[src/rtl/mp64_clk_pkg.sv]
// Shared clock/reset definitions: reset-sequencer state codes and status widths.
// Also used by the CSR status decoder.
package mp64_clk_pkg;

    localparam int STATE_W = 3;
    localparam int LLC_W   = 8;

    typedef enum logic [STATE_W-1:0] {
        RST_S_RESET  = 3'd0,
        RST_S_WAIT   = 3'd1,
        RST_S_STABLE = 3'd2,
        RST_S_RUN    = 3'd3,
        RST_S_FAIL   = 3'd4
    } rst_state_e;

    function automatic int max3(input int a, input int b, input int c);
        int m;
        m = (a > b) ? a : b;
        return (m > c) ? m : c;
    endfunction

endpackage

[src/rtl/mp64_sync2.sv]
// Generic two-flop synchronizer for asynchronous status inputs; resets to 0.
module mp64_sync2 #(
    parameter int WIDTH = 1
) (
    input  logic             clk,
    input  logic             rst_n,
    input  logic [WIDTH-1:0] d,
    output logic [WIDTH-1:0] q
);

    logic [WIDTH-1:0] meta;

    always_ff @(posedge clk or negedge rst_n) begin
        if (!rst_n) begin
            meta <= '0;
            q    <= '0;
        end else begin
            meta <= d;
            q    <= meta;
        end
    end

endmodule

[src/rtl/mp64_pll_ctl.sv]
// PLL lock supervisor: pulses PLL reset, waits for and qualifies lock, then
// releases system reset; any lock loss in RUN re-cycles the PLL.
module mp64_pll_ctl
    import mp64_clk_pkg::*;
#(
    parameter int RST_CYCLES    = 16,
    parameter int LOCK_TIMEOUT  = 65536,
    parameter int STABLE_CYCLES = 1024,
    parameter int MAX_RETRIES   = 4,
    parameter int CNT_W         = $clog2(max3(RST_CYCLES, LOCK_TIMEOUT, STABLE_CYCLES)) + 1
) (
    input  logic               clk,
    input  logic               rst_n,
    input  logic               pll_locked,
    input  logic               restart,
    output logic               pll_rst,
    output logic               sys_rst_n,
    output logic               fail,
    output logic [STATE_W-1:0] state,
    output logic [LLC_W-1:0]   lock_loss_cnt
);

    localparam int RET_W = $clog2(MAX_RETRIES + 1);

    localparam logic [CNT_W-1:0] RST_LAST    = CNT_W'(RST_CYCLES - 1);
    localparam logic [CNT_W-1:0] TIMEOUT_LST = CNT_W'(LOCK_TIMEOUT - 1);
    localparam logic [CNT_W-1:0] STABLE_LAST = CNT_W'(STABLE_CYCLES - 1);
    localparam logic [RET_W-1:0] RET_LIMIT   = RET_W'(MAX_RETRIES);

    logic             locked_s;
    rst_state_e       state_q, state_d;
    logic [CNT_W-1:0] cnt_q, cnt_d;
    logic [RET_W-1:0] retry_q, retry_d, retry_inc;
    logic [LLC_W-1:0] llc_q;
    logic             llc_inc;
    logic             pll_rst_q, sys_rst_n_q, fail_q;

    mp64_sync2 #(.WIDTH(1)) u_lock_sync (
        .clk   (clk),
        .rst_n (rst_n),
        .d     (pll_locked),
        .q     (locked_s)
    );

    always_ff @(posedge clk or negedge rst_n) begin
        if (!rst_n) begin
            state_q     <= RST_S_RESET;
            cnt_q       <= '0;
            retry_q     <= '0;
            llc_q       <= '0;
            pll_rst_q   <= 1'b1;
            sys_rst_n_q <= 1'b0;
            fail_q      <= 1'b0;
        end else begin
            state_q     <= state_d;
            cnt_q       <= cnt_d;
            retry_q     <= retry_d;
            pll_rst_q   <= (state_d == RST_S_RESET) || (state_d == RST_S_FAIL);
            sys_rst_n_q <= (state_d == RST_S_RUN);
            fail_q      <= (state_d == RST_S_FAIL);
            if (llc_inc && (llc_q != {LLC_W{1'b1}})) begin
                llc_q <= llc_q + LLC_W'(1);
            end
        end
    end

    // restart overrides everything, including a coincident RUN lock loss
    always_comb begin
        state_d   = state_q;
        cnt_d     = cnt_q;
        retry_d   = retry_q;
        llc_inc   = 1'b0;
        retry_inc = retry_q + RET_W'(1);
        if (restart) begin
            state_d = RST_S_RESET;
            cnt_d   = '0;
            retry_d = '0;
        end else begin
            case (state_q)
                RST_S_RESET: begin
                    if (cnt_q == RST_LAST) begin
                        state_d = RST_S_WAIT;
                        cnt_d   = '0;
                    end else begin
                        cnt_d = cnt_q + CNT_W'(1);
                    end
                end
                RST_S_WAIT: begin
                    if (locked_s) begin
                        state_d = RST_S_STABLE;
                        cnt_d   = '0;
                    end else if (cnt_q == TIMEOUT_LST) begin
                        retry_d = retry_inc;
                        cnt_d   = '0;
                        state_d = (retry_inc == RET_LIMIT) ? RST_S_FAIL : RST_S_RESET;
                    end else begin
                        cnt_d = cnt_q + CNT_W'(1);
                    end
                end
                RST_S_STABLE: begin
                    if (!locked_s) begin
                        state_d = RST_S_WAIT;
                        cnt_d   = '0;
                    end else if (cnt_q == STABLE_LAST) begin
                        state_d = RST_S_RUN;
                        cnt_d   = '0;
                        retry_d = '0;
                    end else begin
                        cnt_d = cnt_q + CNT_W'(1);
                    end
                end
                RST_S_RUN: begin
                    if (!locked_s) begin
                        state_d = RST_S_RESET;
                        cnt_d   = '0;
                        llc_inc = 1'b1;
                    end
                end
                RST_S_FAIL: begin
                    state_d = RST_S_FAIL;
                end
                default: begin
                    state_d = RST_S_RESET;
                    cnt_d   = '0;
                end
            endcase
        end
    end

    assign pll_rst       = pll_rst_q;
    assign sys_rst_n     = sys_rst_n_q;
    assign fail          = fail_q;
    assign state         = state_q;
    assign lock_loss_cnt = llc_q;

endmodule
[config.mk]
export PLATFORM = sky130hd
export DESIGN_NAME = mp64_pll_ctl
export DESIGN_NICKNAME = d
export VERILOG_FILES = /design/src/rtl/mp64_clk_pkg.sv /design/src/rtl/mp64_sync2.sv /design/src/rtl/mp64_pll_ctl.sv
export SDC_FILE = /design/constraint.sdc
export NUM_CORES = 1
export LEC_CHECK = 0
export CORE_MARGIN = 2
export CORE_UTILIZATION = 51
export DETAILED_ROUTE_END_ITERATION = 16
export PLACE_DENSITY = 0.78
export SYNTH_ARGS = -nofsm -noshare
export SYNTH_HDL_FRONTEND = slang
export SYNTH_SLANG_ARGS = --single-unit
[constraint.sdc]
create_clock -name clk -period 2.6 [get_ports clk]
set_input_delay 0.52 -clock clk [delete_from_list [all_inputs] [get_ports clk]]
set_output_delay 0.52 -clock clk [all_outputs]
set_load 0.01 [all_outputs]
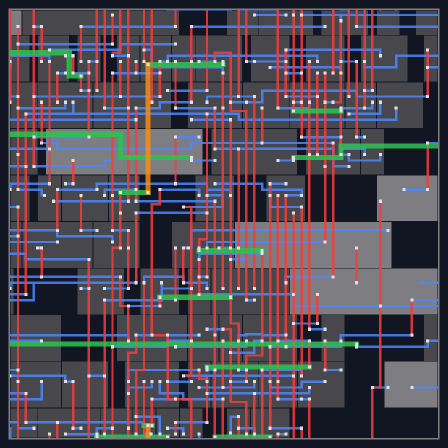
(zoomed window)
Window x 20 to 45, y 20 to 45 µm. Cells in grey, sequential cells in the stronger grey; small squares are vias.
colour	layer
blue	M1
red	M2
orange	M4
green	M3
netlist names of flops here include	`cnt_q` (3)
sequential cells in the window	3
most frequent	nand2_1 (7), nor2_1 (6), buf_4 (6)
cells with their middle in the window	61

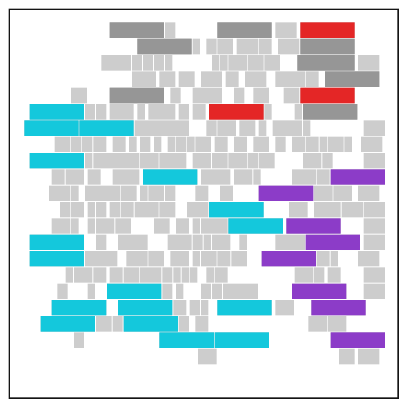
(sequential cells grouped by signal name)
Scale: 6 px per µm.
colour	name in the netlist	placed flops
purple	`lock_loss_cnt`	8
cyan	`cnt_q`	17
red	`state`	3

==> impl_metrics.py <==
# Auto-generated metrics
metrics = {
    "final_timing": {
        "slew_headroom": 0.6382,
        "final.setup.tns_ps": 0,
        "fmax_mhz": 395.6,
        "hold_viol": 0,
        "tightest_slew_ps": 539.0,
        "fin_crit_ps": 2528,
    },
    "detailed_routing": {
        "drtIter0Drc": 89,
        "vias_per_cell": 5.993,
        "ant_nets": 0,
        "drc": 0,
        "wl_per_cell_um": 15.37,
    },
    "synthesis": {
        "ys_warn_count": 0,
        "avgSynthCellArea_um2": 10.06,
        "top_area_frac": 0.4682,
        "numSynthFlops": 36,
        "synth-async-reset-ratio": 1.000,
        "syn-num-nets": 196,
        "yosys_area_um2": 1871,
        "flop_cell": "dfrtp_1",
        "top_area_cell": "dfrtp_1",
        "syn_inst": 186,
        "ys_seq_frac": 0.4823,
    },
    "cells_and_area": {
        "final_cells": 270,
        "diodes": 0,
        "nNetsFinal": 231,
        "drive_above_1_share": 0.1802,
        "areaGrowthSynthToFinish_pct": 24.82,
    },
    "global_routing": {
        "grt_use_met1": 0.2562,
        "grt_max_degree": 37,
        "grt_util_met2": 0.3672,
        "grt_usage": 0.2199,
        "antenna_found_initial": 0,
    },
    "critical_path": {
        "worstReg2RegStart": "cnt_q[6]$_DFFE_PN0P_",
        "critPathCaptureType": "flop",
        "critPathLaunchType": "flop",
        "r2r_slack_ps": 70,
    },
    "clocking": {
        "cts_htree_levels": 2,
        "cts_root_buffer": "clkbuf_8",
        "clkTransAtPathRegs_ps": 70,
        "cts_tree": "done",
        "clockBufferDepth": 2,
        "numCtsBuffers": 5,
    },
    "power_and_ir_drop": {
        "p_int_w": 0.0008417,
        "p_sw_w": 0.0002788,
        "seqPwrFrac": 0.548,
        "pwr-share-clk": 0.363,
        "pwr-share-comb": 0.089,
    },
    "floorplanning": {
        "pin_count": 18,
        "dieArea_um2": 4168,
        "core_area_um2": 3606,
        "rows": 22,
        "fp.dieH_um": 64.56,
    },
    "worst_hold_path": {
        "hold_class": "reg2reg",
    },
    "run_status": {
        "status": "complete, no violations",
    },
    "flow_run": {
        "maxCapViolCount": 0,
    },
    "place": {
        "dp.cells": 261,
    },
}
-- metrics by stage --
step | hold WS (ps) | setup WS [ps] | util | area, µm²
after global routing | 376.7 | -78.08 | 0.6475 | 2335
after floorplan | 224.4 | 0.2449 | - | 1871
after global placement | 338.0 | 147.3 | 0.6041 | 2178
after CTS | 361.1 | 15.02 | 0.6298 | 2271
after detailed placement | 344.2 | 32.36 | 0.6041 | 2178
final | 358.4 | 72.36 | 0.6475 | 2335
-- layout by cell type, fill, tap and decap left out, types with 7 or more instances in the layout --
cell / n
dfrtp_1: 35
a21oi_1: 8
clkdlybuf4s50_1: 17
o21ai_1: 7
nor2_1: 15
buf_4: 13
a31oi_1: 7
nand2_1: 16
nand3_1: 8
-- final cells by class --
cell class | instances | area, µm²
Timing Repair Buffer | 33 | 295.3
Clock inverter | 2 | 10.01
Multi-Input combinational cell | 141 | 969.7
Clock buffer | 6 | 82.58
Tap cell | 48 | 60.06
Fill cell | 271 | 1271
Inverter | 4 | 15.01
Sequential cell | 36 | 902.1
-- Yosys cell counts (all sizes together) (2+ instances only) --
cell,count
ha,6
inv,4
and2,3
nand2,16
o21ai,11
mux2,2
or4,3
a31oi,7
a21o,6
nand4,6
a41oi,2
buf,3
a21oi,9
xor2,2
nor3,5
nand3,9
clkbuf,2
and3,3
nor2,15
dfrtp,35
xnor2,5
nor4,3
or2,3
nor3b,4
a22o,6
-- worst max-delay path by stage --
stage	to	slack (ps)
floorplan	cnt_q[11]$_DFFE_PN0P_	0.2
detailed placement	cnt_q[3]$_DFFE_PN0P_	30
finish	cnt_q[4]$_DFFE_PN0P_	70
global placement	cnt_q[3]$_DFFE_PN0P_	150
CTS	cnt_q[3]$_DFFE_PN0P_	20
global route	cnt_q[4]$_DFFE_PN0P_	-80
-- registers in the layout, indices dropped and copies added (netlist names), 3 cells and up --
register / count
retry_q: 3
cnt_q: 17
state: 3
lock_loss_cnt: 8
-- power groups by stage --
| stage | Clock [W] | Combinational, W | Sequential, W |
|---|---|---|---|
| finish | 0.000407 | 0.0000994 | 0.000614 |
| CTS | 0.000415 | 0.0000929 | 0.000608 |
| detailed placement | 0 | 0.0000925 | 0.000619 |
| global placement | 0 | 0.0000849 | 0.000615 |
| floorplan | 0 | 0.0000550 | 0.000612 |
| global route | 0.000450 | 0.000113 | 0.000617 |
-- what timing repair did --
item / 4_1_cts / 5_1_grt
setup endpoints to repair: 0 / 17
gates resized: 0 / 13
buffers inserted: 0 / 0
hold endpoints to repair: 0 / 0
hold buffers: 0 / 0
-- critical path, cell delays in order, from the launching register on --
cell	delay, ps
dfrtp_1	470
nand4_1	200
nor3_2	240
and3_1	210
nand4_1	140
inv_2	100
ha_4	160
nor2b_4	50
o31a_1	400
and3_1	200
a221o_1	250
-- routing by layer --
layer,vias up,share of wire
li1,760,-
met1,798,0.41
met2,52,0.52
met3,8,0.052
met4,0,0.012
met5,-,0
-- kinds of logic after synthesis --
kind of cell,after synthesis,share of synthesized area
AND-OR/OR-AND,47,0.1699
multiplexers,3,0.01739
adder cells (fa/ha/maj),6,0.04013
AND/OR/NAND/NOR,78,0.2308
buffers and inverters,9,0.02675
flip-flops,36,0.4823
XOR/XNOR,7,0.03278
No activity file was given, so power comes from the tool's default toggle rates.
